==> run_1/m1.png <==
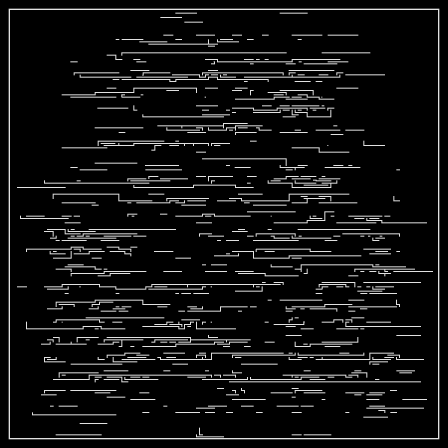
==> run_1/class_map.png <==
The bar under the picture is 20 um long.
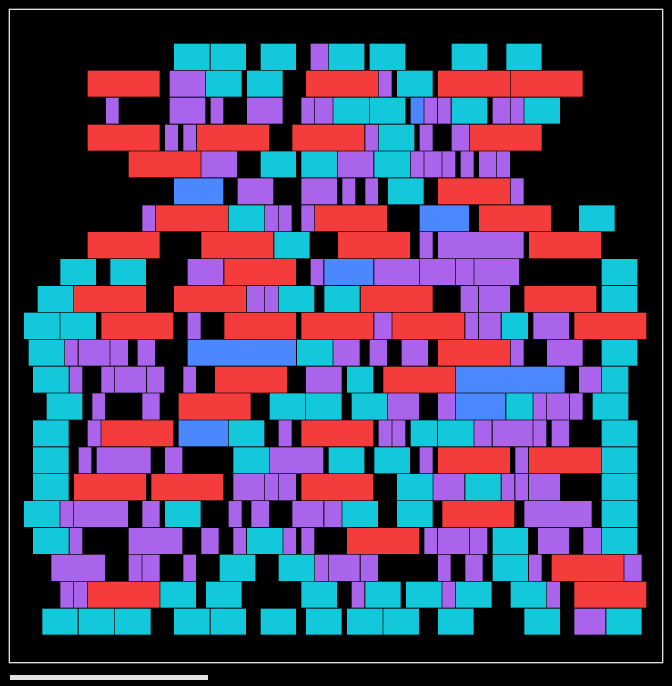
==> run_1/m2.png <==
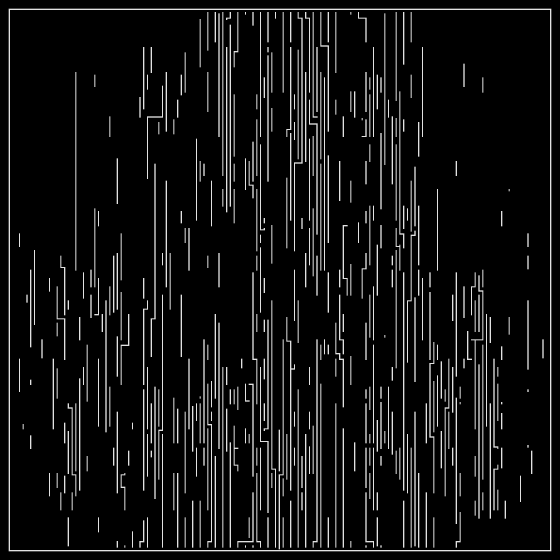
--- config.mk ---
export PLATFORM = sky130hd
export DESIGN_NAME = ram_arbiter2
export DESIGN_NICKNAME = d
export VERILOG_FILES = /design/src/rtl/ram_arbiter2.sv
export SDC_FILE = /design/constraint.sdc
export NUM_CORES = 1
export LEC_CHECK = 0
export CORE_UTILIZATION = 43
export DETAILED_ROUTE_END_ITERATION = 6
export PLACE_DENSITY = 0.84
export SKIP_LAST_GASP = 1
export SLEW_MARGIN = 20
export SYNTH_ARGS = -nofsm -noshare
export SYNTH_HDL_FRONTEND = slang
export SYNTH_SLANG_ARGS = --single-unit
--- constraint.sdc ---
create_clock -name clk -period 2.65 [get_ports clk]
set_clock_uncertainty 0.05 [all_clocks]
set_input_delay 0.53 -clock clk [delete_from_list [all_inputs] [get_ports clk]]
set_output_delay 0.53 -clock clk [all_outputs]
set_load 0.005 [all_outputs]
--- src/rtl/ram_arbiter2.sv ---
// Two-port arbiter/sequencer in front of a single-port synchronous RAM.
// Each transaction runs IDLE -> ACCESS -> RESP. The winner is chosen round-robin or by fixed priority.
module ram_arbiter2 #(
    parameter int ADDR_W     = 8,
    parameter int DATA_W     = 8,
    parameter int FIXED_PRIO = 0
) (
    input  logic              clk,
    input  logic              rst,
    input  logic              req_a,
    input  logic              wr_a,
    input  logic [ADDR_W-1:0] addr_a,
    input  logic [DATA_W-1:0] wdata_a,
    output logic              ack_a,
    output logic              resp_a,
    output logic [DATA_W-1:0] rdata_a,
    input  logic              req_b,
    input  logic              wr_b,
    input  logic [ADDR_W-1:0] addr_b,
    input  logic [DATA_W-1:0] wdata_b,
    output logic              ack_b,
    output logic              resp_b,
    output logic [DATA_W-1:0] rdata_b,
    output logic              mem_en,
    output logic              mem_wr,
    output logic [ADDR_W-1:0] mem_addr,
    output logic [DATA_W-1:0] mem_din,
    input  logic [DATA_W-1:0] mem_dout,
    output logic              busy
);

    typedef enum logic [1:0] {
        IDLE   = 2'd0,
        ACCESS = 2'd1,
        RESP   = 2'd2
    } state_t;

    state_t            state_q, state_d;
    logic              last_b_q, last_b_d;
    logic              cur_b_q, cur_b_d;
    logic              cur_wr_q, cur_wr_d;
    logic              mem_en_q, mem_en_d;
    logic              mem_wr_q, mem_wr_d;
    logic [ADDR_W-1:0] mem_addr_q, mem_addr_d;
    logic [DATA_W-1:0] mem_din_q, mem_din_d;
    logic              ack_a_q, ack_a_d, ack_b_q, ack_b_d;
    logic              resp_a_q, resp_a_d, resp_b_q, resp_b_d;
    logic [DATA_W-1:0] rdata_a_q, rdata_a_d, rdata_b_q, rdata_b_d;
    logic              grant_b;

    // B wins when it is the only requester, or on a tie when A was served last.
    always_comb begin
        grant_b = req_b && (!req_a || ((FIXED_PRIO == 0) && !last_b_q));
    end

    always_comb begin
        state_d    = state_q;
        last_b_d   = last_b_q;
        cur_b_d    = cur_b_q;
        cur_wr_d   = cur_wr_q;
        mem_en_d   = 1'b0;
        mem_wr_d   = 1'b0;
        mem_addr_d = mem_addr_q;
        mem_din_d  = mem_din_q;
        ack_a_d    = 1'b0;
        ack_b_d    = 1'b0;
        resp_a_d   = 1'b0;
        resp_b_d   = 1'b0;
        rdata_a_d  = rdata_a_q;
        rdata_b_d  = rdata_b_q;
        case (state_q)
            IDLE: begin
                if (req_a || req_b) begin
                    state_d    = ACCESS;
                    mem_en_d   = 1'b1;
                    mem_wr_d   = grant_b ? wr_b : wr_a;
                    mem_addr_d = grant_b ? addr_b : addr_a;
                    mem_din_d  = grant_b ? wdata_b : wdata_a;
                    ack_a_d    = !grant_b;
                    ack_b_d    = grant_b;
                    last_b_d   = grant_b;
                    cur_b_d    = grant_b;
                    cur_wr_d   = grant_b ? wr_b : wr_a;
                end
            end
            ACCESS: begin
                state_d = RESP;
            end
            RESP: begin
                state_d  = IDLE;
                resp_a_d = !cur_b_q;
                resp_b_d = cur_b_q;
                // Writes leave rdata untouched; mem_dout then holds pre-write data.
                if (!cur_wr_q) begin
                    if (cur_b_q) begin
                        rdata_b_d = mem_dout;
                    end else begin
                        rdata_a_d = mem_dout;
                    end
                end
            end
            default: begin
                state_d = IDLE;
            end
        endcase
    end

    always_ff @(posedge clk) begin
        if (rst) begin
            state_q    <= IDLE;
            last_b_q   <= 1'b1;
            cur_b_q    <= 1'b0;
            cur_wr_q   <= 1'b0;
            mem_en_q   <= 1'b0;
            mem_wr_q   <= 1'b0;
            mem_addr_q <= '0;
            mem_din_q  <= '0;
            ack_a_q    <= 1'b0;
            ack_b_q    <= 1'b0;
            resp_a_q   <= 1'b0;
            resp_b_q   <= 1'b0;
            rdata_a_q  <= '0;
            rdata_b_q  <= '0;
        end else begin
            state_q    <= state_d;
            last_b_q   <= last_b_d;
            cur_b_q    <= cur_b_d;
            cur_wr_q   <= cur_wr_d;
            mem_en_q   <= mem_en_d;
            mem_wr_q   <= mem_wr_d;
            mem_addr_q <= mem_addr_d;
            mem_din_q  <= mem_din_d;
            ack_a_q    <= ack_a_d;
            ack_b_q    <= ack_b_d;
            resp_a_q   <= resp_a_d;
            resp_b_q   <= resp_b_d;
            rdata_a_q  <= rdata_a_d;
            rdata_b_q  <= rdata_b_d;
        end
    end

    assign ack_a    = ack_a_q;
    assign ack_b    = ack_b_q;
    assign resp_a   = resp_a_q;
    assign resp_b   = resp_b_q;
    assign rdata_a  = rdata_a_q;
    assign rdata_b  = rdata_b_q;
    assign mem_en   = mem_en_q;
    assign mem_wr   = mem_wr_q;
    assign mem_addr = mem_addr_q;
    assign mem_din  = mem_din_q;
    assign busy     = (state_q != IDLE);

endmodule
==> Flow_metrics.wiki, run 1 <==
== Implementation results ==
{| class="wikitable"
! Metric !! Value
|-
| Area overhead of the layout relative to synthesis || 55.4%
|-
| WL per Instance || 14.6 um
|-
| CTS tree || done
|-
| AND/OR/NAND/NOR Cells, Area Fraction || 0.201
|-
| Setup repair after global routing missed its margin || false
|-
| Arrival time of data at the critical path endpoint || 1.44 ns
|-
| Initial Util || 0.463
|-
| Data required time of the critical path || 2.07 ns
|-
| Outcome || completed
|-
| Crit path buffers/inverters || 2
|-
| Syn. warnings || 0
|-
| Cts bufs inserted || 5
|-
| Register bit count reported by yosys || 43
|-
| Insertion delay to the later sink of the worst-skew pair || 0.29 ns
|-
| Cell count listed in synth_stat.txt || 190
|-
| GR Overflow Total || 0
|-
| Sequential power share || 0.443
|-
| Via count || 1698
|-
| Post-synthesis net count || 236
|-
| Dominant delay contributor by cell family on the critical path || buffers and inverters
|-
| Pwr top || sequential cells
|-
| Switching component of the power || 378 uW
|-
| Max Root-Sink Buffers || 2
|-
| Post-cts sizing count || 0
|-
| Time the final worst path needs with I/O delays and setup || 2.02 ns
|-
| Clock-net power || 593 uW
|-
| Startpoint Class || register
|-
| Num ports || 85
|-
| Total power density per cell area || 596 mW/mm2
|-
| Max Freq || 0.495 GHz
|-
| Accumulated negative setup slack || 0 ns
|-
| Cell area after synthesis || 0.00176 mm2
|-
| Worst slew pin tran || 0.511 ns
|-
| Vertical die dimension || 65.9 um
|-
| Antenna violations before repair || 0
|-
| RD Place Congestion || 0.802
|-
| Setup crit end kind || output port
|-
| Share of power burned in combinational logic || 0.193
|-
| Final WL || 4.69 mm
|-
| Placement row count || 22
|-
| Minimum hold slack || 0.410 ns
|-
| Count of TritonRoute iterations in the first routing pass || 4
|-
| Combinational logic power || 314 uW
|-
| Share of the clock period used by the worst path after layout || 0.762
|}
Notes on m1.png above:
- share of all routed wire: 42%
- longest straight run: 29.4 um

Notes on class_map.png above:
- remaining buffers and delay cells: cyan (cells 89; share of their area 33%)
- registers: red (cells 43; share of their area 32%)
- clock drivers and dummy loads: blue (cells 8; share of their area 5.0%)
- remaining logic cells: purple (cells 132; share of their area 30%)

Notes on m2.png above:
- share of all routed wire: 52%
- longest straight run: 26.5 um
- wire length on this layer: 2430 um
- nets with wire on the layer: 275

==> run 1: worst min-delay path, stage by stage, from the launching register on <==
cell and delay, ns:
dfxtp_1 0.31, nand2_1 0.05, a21oi_1 0.05
==> run 1: worst paths after layout <==
path	startpoint	endpoint	cells past startpoint
worst min register to register	rdata_a[2]$_SDFFE_PP0P_	rdata_a[2]$_SDFFE_PP0P_	2
worst max register to register	state_q[0]$_SDFFE_PP0P_	rdata_a[7]$_SDFFE_PP0P_	3
worst max-delay path	state_q[0]$_SDFFE_PP0P_	busy	3
worst min-delay path	rdata_a[2]$_SDFFE_PP0P_	rdata_a[2]$_SDFFE_PP0P_	2
==> run 1: registers in the layout (all words and copies together), names as in the netlist <==
name	cells
ack_a	1
ack_b	1
cur_b_q	1
cur_wr_q	1
last_b_q	1
mem_addr	8
mem_din	8
mem_en	1
mem_wr	1
rdata_a	8
rdata_b	8
resp_a	1
resp_b	1
state_q	2
==> run 1: per-stage QoR <==
step                      worst slack, ns  total power, uW  area, um2
final                               0.630             1630       2730
after global routing                0.532             1710       2730
after CTS                           0.608             1640       2730
after detailed placement            0.521             1050       2600
after global placement              0.585             1040       2600
after floorplan                      1.23              877       1760
==> run 1: area by class of cell <==
class | instances | share of cell area
Clock buffer | 6 | 0.0266
Clock inverter | 2 | 0.0220
Inverter | 1 | 0.00137
Multi-Input combinational cell | 131 | 0.291
Sequential cell | 43 | 0.315
Tap cell | 48 | 0.0220
Timing Repair Buffer | 89 | 0.322
==> run 1: Yosys cell counts <==
library cell,instances,share of area
nor3b_1,1,0.0043
nor4b_1,1,0.0050
nand2_1,51,0.11
nor3_1,3,0.0085
a211oi_1,1,0.0043
nor2b_1,1,0.0036
mux2i_1,9,0.051
a21bo_1,1,0.0057
and4bb_2,2,0.014
dfxtp_1,43,0.49
or4b_1,1,0.0057
nor4b_4,1,0.014
a311oi_1,11,0.055
or2_1,1,0.0036
buf_4,4,0.017
buf_6,3,0.019
a221o_1,1,0.0057
a21oi_1,26,0.074
buf_2,3,0.0085
nor2_4,1,0.0064
inv_2,1,0.0021
a21boi_4,1,0.011
o21ai_0,1,0.0028
a311oi_2,5,0.043
nor2_2,1,0.0036
nor2_1,11,0.023
clkbuf_1,5,0.011
==> run 1: cells in the final DEF, fill, tap and decap left out <==
| cell type | count |
|---|---|
| nand2_1 | 51 |
| nor4b_1 | 1 |
| o21ai_0 | 1 |
| dfxtp_1 | 43 |
| nor4b_4 | 1 |
| a211oi_1 | 1 |
| a311oi_2 | 5 |
| nor3_1 | 3 |
| or4b_1 | 1 |
| inv_2 | 1 |
| and4bb_2 | 2 |
| mux2i_1 | 9 |
| clkbuf_1 | 1 |
| clkdlybuf4s50_1 | 84 |
| a21bo_1 | 1 |
| nor2_4 | 1 |
| nor2_2 | 1 |
| a21oi_1 | 26 |
| nor2_1 | 11 |
| or2_1 | 1 |
| bufinv_16 | 2 |
| a311oi_1 | 11 |
| a221o_1 | 1 |
| nor3b_1 | 1 |
| clkbuf_8 | 5 |
| buf_4 | 5 |
| a21boi_4 | 1 |
| nor2b_1 | 1 |
==> run_1/congestion_map.png <==
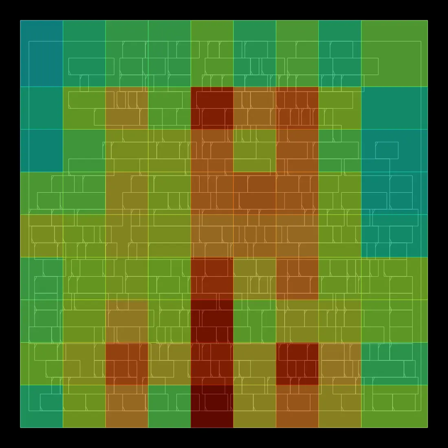

==> run 1 -> run 2 <==
Settings changed: CORE_UTILIZATION 43 to 40, PLACE_DENSITY 0.84 to 0.79.
Clock period 2.65 ns to 2 ns, I/O delays scaled along.
==> run_2/congestion_map.png <==
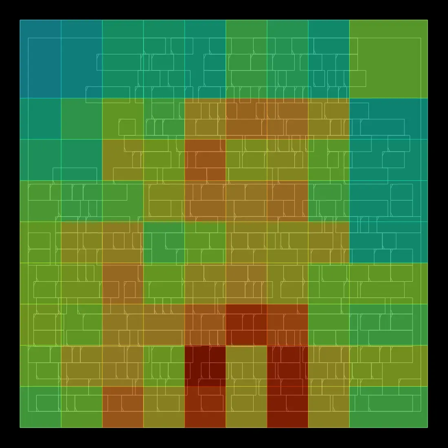
Global Route met3 Usage: 0.0483
Total GRT Usage: 0.213

==> run_2/m2.png <==
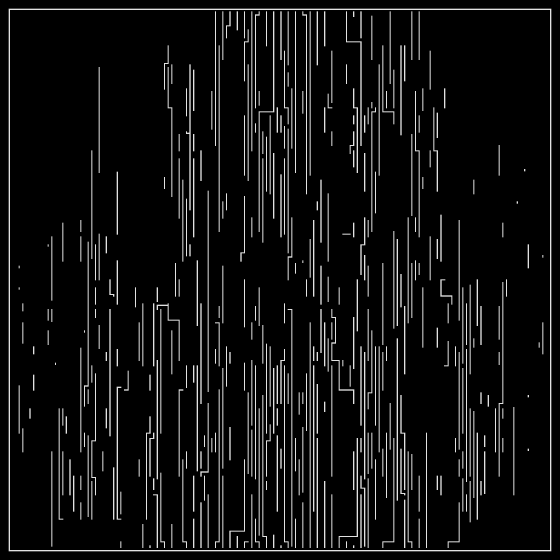
- main direction: vertical
- longest straight run: 29.9 um
- nets with wire on the layer: 264
- wire length on this layer: 2360 um
via count: 1651
met2 usage in global routing: 0.353
final WL: 4.58 mm

==> run_2/m3.png <==
The bar under the picture is 20 um long.
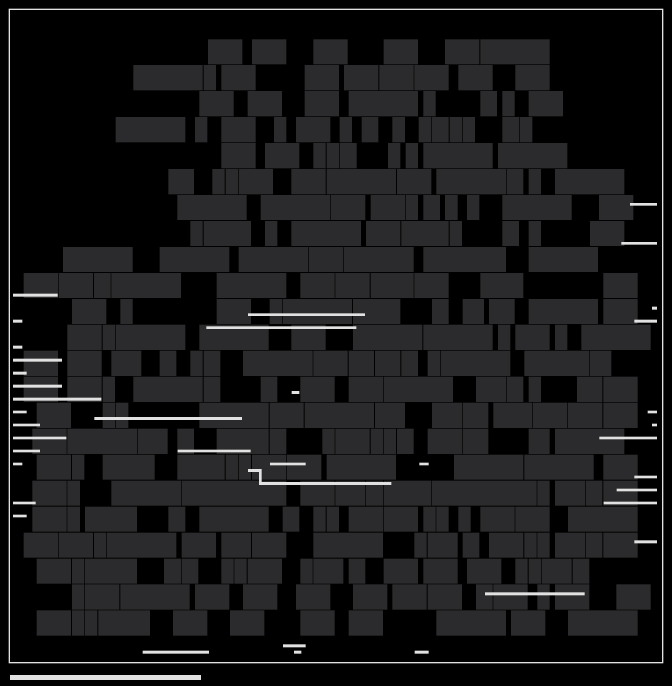
- longest straight run: 15.4 um
- wire length on this layer: 160 um
- main direction: horizontal
- share of all routed wire: 3.5%
- nets with wire on the layer: 32

==> Flow_metrics.wiki, run 2 <==
== Implementation results ==
{| class="wikitable"
! Metric !! Value
|-
| Most common logic cell in the routed design || clkdlybuf4s50_1 (unchanged)
|-
| Area overhead of the layout relative to synthesis || 58.9% (was 55.4%)
|-
| Share of the synthesized area in the top cell type || 0.490 (unchanged)
|-
| RD Place Congestion || 0.753 (was 0.802)
|-
| Arrival time of data at the critical path endpoint || 1.46 ns (was 1.44 ns)
|-
| GR Overflow Total || 0 (unchanged)
|-
| Startpoint Class || register (unchanged)
|-
| Time the final worst path needs with I/O delays and setup || 1.91 ns
|-
| Count of TritonRoute iterations in the first routing pass || 4 (unchanged)
|-
| Syn. warnings || 0 (unchanged)
|-
| Vertical die dimension || 68.3 um (was 65.9 um)
|-
| Num ports || 85 (unchanged)
|-
| Area leader, netlist || dfxtp_1 (unchanged)
|-
| Capture endpoint of the worst hold path || rdata_a[6]$_SDFFE_PP0P_ (was rdata_a[2]$_SDFFE_PP0P_)
|-
| Post-DP Area || 0.00266 mm2 (was 0.00260 mm2)
|-
| Worst setup timing slack at the placement stage || 0.0964 ns (was 0.521 ns)
|-
| CTS tree || done (unchanged)
|-
| Worst slew pin tran || 0.476 ns (was 0.511 ns)
|-
| Outcome || completed (unchanged)
|-
| R2R Path End || rdata_a[2]$_SDFFE_PP0P_ (was rdata_a[7]$_SDFFE_PP0P_)
|-
| Cell types occupying the most area after synthesis || dfxtp_1, nand2_1, a21oi_1, a311oi_1, mux2i_1 (unchanged)
|-
| Cell area after synthesis || 0.00176 mm2 (unchanged)
|-
| Post-synthesis net count || 236 (unchanged)
|-
| Cts bufs inserted || 5 (unchanged)
|-
| Depth of the most critical reg-to-reg path || 3 (unchanged)
|-
| Insertion delay to the later sink of the worst-skew pair || 0.29 ns (about the same)
|-
| Max Freq || 0.524 GHz
|-
| Top post-synthesis cells by count || nand2_1, dfxtp_1, a21oi_1 (unchanged)
|-
| Hold depth || 2 (unchanged)
|-
| Hold Crit Start || rdata_a[6]$_SDFFE_PP0P_ (was rdata_a[2]$_SDFFE_PP0P_)
|-
| Post-cts sizing count || 0 (unchanged)
|-
| Cell count listed in synth_stat.txt || 190 (unchanged)
|-
| Post-synthesis async set-or-reset flop share || 0 (unchanged)
|-
| Most used standard cell by instance count after synthesis || nand2_1 (unchanged)
|-
| Accumulated negative setup slack || 0 ns (unchanged)
|-
| Data required time of the critical path || 1.55 ns (was 2.07 ns)
|-
| Worst path setup slack after routing || 0.0903 ns (was 0.630 ns)
|-
| Total power density per cell area || 778 mW/mm2 (was 596 mW/mm2)
|-
| Share of the clock period used by the worst path after layout || 0.955
|-
| Max Root-Sink Buffers || 2 (unchanged)
|-
| WL per Instance || 14.1 um (was 14.6 um)
|}
run 2: cell count changes in the layout (fill, tap and decap cells not counted):
cell    delta
buf_12     +3
run 2: cell families after synthesis:
group / count (synthesis) / synth area share
buf+inv: 16 / 0.0576
compound gates: 47 / 0.201
mux: 9 / 0.0512
flops: 43 / 0.490
simple gates: 75 / 0.201
run 2: worst max-delay path by stage:
stage / from / endpoint
after floorplan: state_q[0]$_SDFFE_PP0P_ / rdata_a[0]$_SDFFE_PP0P_
after global placement: req_b / mem_addr[0]$_SDFFE_PP0P_
after detailed placement: req_b / mem_addr[3]$_SDFFE_PP0P_
after CTS: state_q[0]$_SDFFE_PP0P_ / busy
after global routing: state_q[0]$_SDFFE_PP0P_ / busy
final: state_q[0]$_SDFFE_PP0P_ / busy
run 2: routing by layer:
layer  vias up  track usage  share of wire
met1       766        0.260           0.43
met2        44        0.353           0.52
met5         -            0              0
met3         8       0.0483          0.035
met4         0       0.0964          0.022
li1        833            -              -
run 2: through the flow:
step | hold slack [ns] | utilization | total power, uW | std cells
after floorplan | 0.403 | - | 1160 | 190
after global routing | 0.419 | 0.679 | 2270 | 325
after CTS | 0.410 | 0.679 | 2190 | 325
after global placement | 0.396 | 0.647 | 1400 | 317
after detailed placement | 0.398 | 0.647 | 1400 | 317
final | 0.407 | 0.679 | 2170 | 325
run 2: critical path: stages, from the launching register on:
cell and delay [ns]:
dfxtp_1 0.49, nor2_2 0.09, inv_2 0.09, clkdlybuf4s50_1 0.50
run 2: power by group:
group          internal [uW]  switching [uW]
combinational            257             174
clock                    499             289
sequential               916            39.3
total                   1670             503
run 2: cell type report:
cell class / count / area (um2)
Clock buffer: 6 / 72.6
Tap cell: 50 / 62.6
Inverter: 1 / 3.75
Sequential cell: 43 / 861
Timing Repair Buffer: 92 / 938
Clock inverter: 2 / 60.1
Multi-Input combinational cell: 131 / 796
Fill cell: 354 / 1320
==> run_2/class_map.png <==
The bar under the picture is 20 um long.
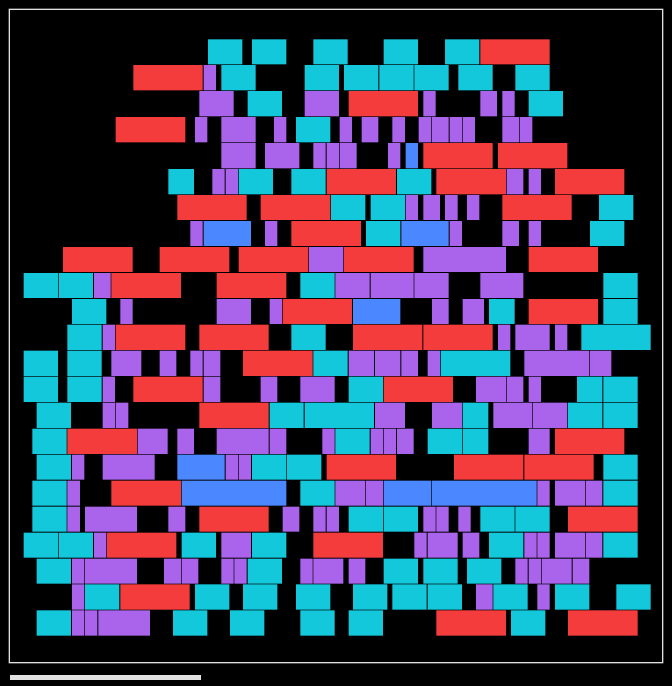

==> run 2 -> run 3 <==
Settings changed: RECOVER_POWER from default to 100, SKIP_CTS_REPAIR_TIMING from default to 1.
==> run_3/class_map.png <==
The bar under the picture is 20 um long.
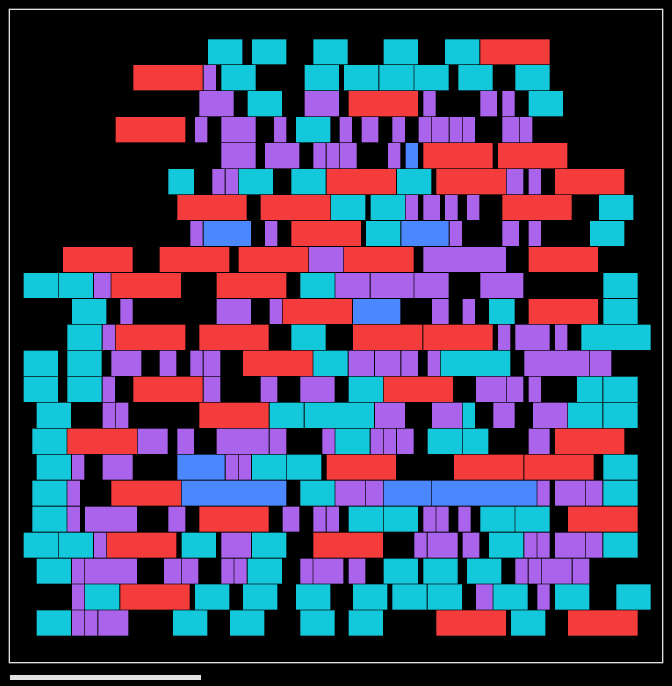
- remaining buffers and delay cells: cyan (cells 92; share of their area 35%)
- clock drivers and dummy loads: blue (cells 8; share of their area 4.9%)
- registers: red (cells 43; share of their area 32%)
- remaining logic cells: purple (cells 132; share of their area 29%)
end-of-flow core utilization: 0.673
design area: 0.00277 mm2
placement row count: 23
area of the core: 0.00412 mm2

==> run_3/m2.png <==
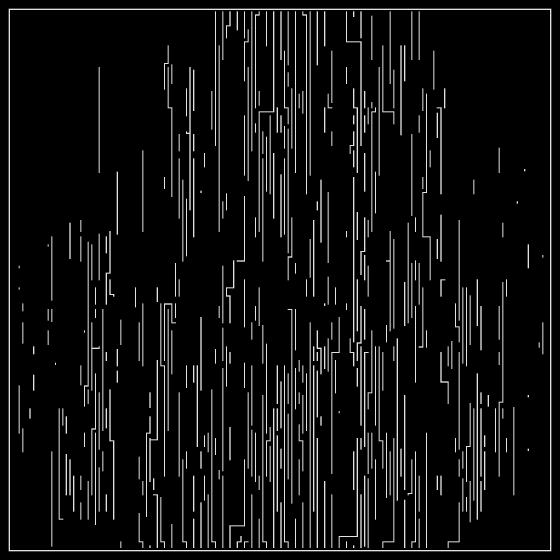
- share of all routed wire: 51%
- main direction: vertical
final WL: 4.55 mm
via count: 1659

==> Flow_metrics.wiki, run 3 <==
== Implementation results ==
{| class="wikitable"
! Metric !! Value
|-
| RD Place Congestion || 0.753 (unchanged)
|-
| Internal power component || 1650 uW (was 1670 uW)
|-
| Share of synthesized area spent on multiplexers || 0.0512 (unchanged)
|-
| Routed length on met1 || 1.95 mm (was 1.96 mm)
|-
| Arithmetic-cell share of the synthesized area counting full adders, half adders and majority gates || 0 (unchanged)
|-
| Setup crit end kind || output port (unchanged)
|-
| Max Root-Sink Buffers || 2 (unchanged)
|-
| CTS tree || done (unchanged)
|-
| Antenna violations before repair || 0 (unchanged)
|-
| Fraction of power spent switching nets || 0.232 (was 0.231)
|-
| Area leader, netlist || dfxtp_1 (unchanged)
|-
| Cell count listed in synth_stat.txt || 190 (unchanged)
|-
| Share of the clock period used by the worst path after layout || 0.951 (was 0.955)
|-
| Total power density per cell area || 775 mW/mm2 (was 778 mW/mm2)
|-
| Switching component of the power || 498 uW (was 503 uW)
|-
| WL per Instance || 14.0 um (was 14.1 um)
|-
| Data required time of the critical path || 1.55 ns (about the same)
|-
| Top post-synthesis cells by count || nand2_1, dfxtp_1, a21oi_1 (unchanged)
|-
| Time the final worst path needs with I/O delays and setup || 1.90 ns (was 1.91 ns)
|-
| Worst flop-to-flop path startpoint || state_q[0]$_SDFFE_PP0P_ (unchanged)
|-
| Most used standard cell by instance count after synthesis || nand2_1 (unchanged)
|-
| Num ports || 85 (unchanged)
|-
| Most instantiated logic cells after routing || nand2_1, clkdlybuf4s50_1, dfxtp_1 (was clkdlybuf4s50_1, nand2_1, dfxtp_1)
|-
| GR Overflow Total || 0 (unchanged)
|-
| Insertion delay to the later sink of the worst-skew pair || 0.29 ns (about the same)
|-
| Post-synthesis async set-or-reset flop share || 0 (unchanged)
|-
| Ys flop type || dfxtp_1 (unchanged)
|-
| Total Power || 2150 uW (was 2170 uW)
|-
| Startpoint Class || register (unchanged)
|-
| Met3 wirelength from detailed routing || 148 um (was 159 um)
|-
| Topmost layer with routed signal wires || met4 (unchanged)
|-
| Initial Util || 0.427 (unchanged)
|-
| Syn. warnings || 0 (unchanged)
|-
| Launching instance or port of the critical path || state_q[0]$_SDFFE_PP0P_ (unchanged)
|-
| Max Freq || 0.526 GHz (was 0.524 GHz)
|-
| Wire length on met2 || 2.33 mm (was 2.36 mm)
|-
| Most common logic cell in the routed design || nand2_1 (was clkdlybuf4s50_1)
|-
| Setup repair after global routing missed its margin || false (unchanged)
|-
| Share of the synthesized area in the top cell type || 0.490 (unchanged)
|-
| Outcome || completed (unchanged)
|-
| Post-DP Area || 0.00266 mm2 (unchanged)
|-
| Xor and xnor fraction of the mapped netlist area || 0 (unchanged)
|-
| Cell area after synthesis || 0.00176 mm2 (unchanged)
|-
| AND/OR/NAND/NOR Cells, Area Fraction || 0.201 (unchanged)
|-
| Hold Crit Start || rdata_a[6]$_SDFFE_PP0P_ (unchanged)
|-
| CP Cell Sequence || nor2_1, inv_2, clkdlybuf4s50_1 (was nor2_2, inv_2, clkdlybuf4s50_1)
|-
| Max stage delay on crit path || 0.50 ns (about the same)
|}
==> run_3/m1.png <==
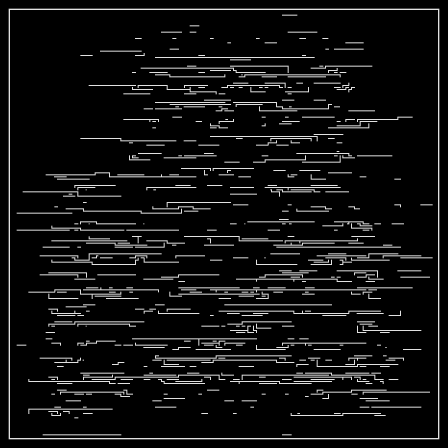
- nets with wire on the layer: 277
- longest straight run: 25.3 um
GR met1 Demand/Resource: 0.260

run 3: area by class of cell:
cell class	count	area (um2)	share of cell area
flip-flops and latches	43	861	0.311
repair buffers	92	935	0.337
multi-input cells	131	776	0.280
clock inverters	2	60.1	0.0217
well taps	50	62.6	0.0226
inverters	1	3.75	0.00136
clock buffers	6	72.6	0.0262
run 3: kinds of logic after synthesis:
| kind of cell | count (synthesis) |
|---|---|
| AOI/OAI and AO/OA | 47 |
| DFF | 43 |
| buffers and inverters | 16 |
| muxes | 9 |
| and+or+nand+nor | 75 |
run 3: power groups by stage:
stage	Sequential (uW)	Combinational [uW]	Clock, uW
global placement	974	426	0
detailed placement	974	430	0
global route	961	438	840
floorplan	976	187	0
CTS	955	434	801
finish	952	404	790
run 3: per-layer routing:
metal / GRT usage / up-vias
met1: 0.260 / 776
li1: - / 833
met4: 0.0964 / 0
met5: 0 / -
met2: 0.353 / 40
met3: 0.0483 / 10
run 3: per-stage QoR:
step                      hold slack [ns]  setup WS [ns]
final                               0.404         0.0986
after detailed placement            0.398         0.0964
after global placement              0.396          0.127
after global routing                0.416         0.0174
after CTS                           0.410         0.0795
after floorplan                     0.403          0.689
run 3: worst max-delay path, delay by kind of cell, from the launching register on:
family                 cells  cell delay (ns)
buffers and inverters      2             0.58
AND/OR/NAND/NOR            1             0.11
flip-flops                 1             0.47
run 3: final timing paths:
kind	endpoint	cells after the start
setup / recovery	busy	3
hold / removal	rdata_a[6]$_SDFFE_PP0P_	2
setup reg to reg	mem_din[4]$_SDFFE_PP0P_	4
hold reg to reg	rdata_a[6]$_SDFFE_PP0P_	2
Power figures rest on the tool's default switching activity, not on a simulated workload.
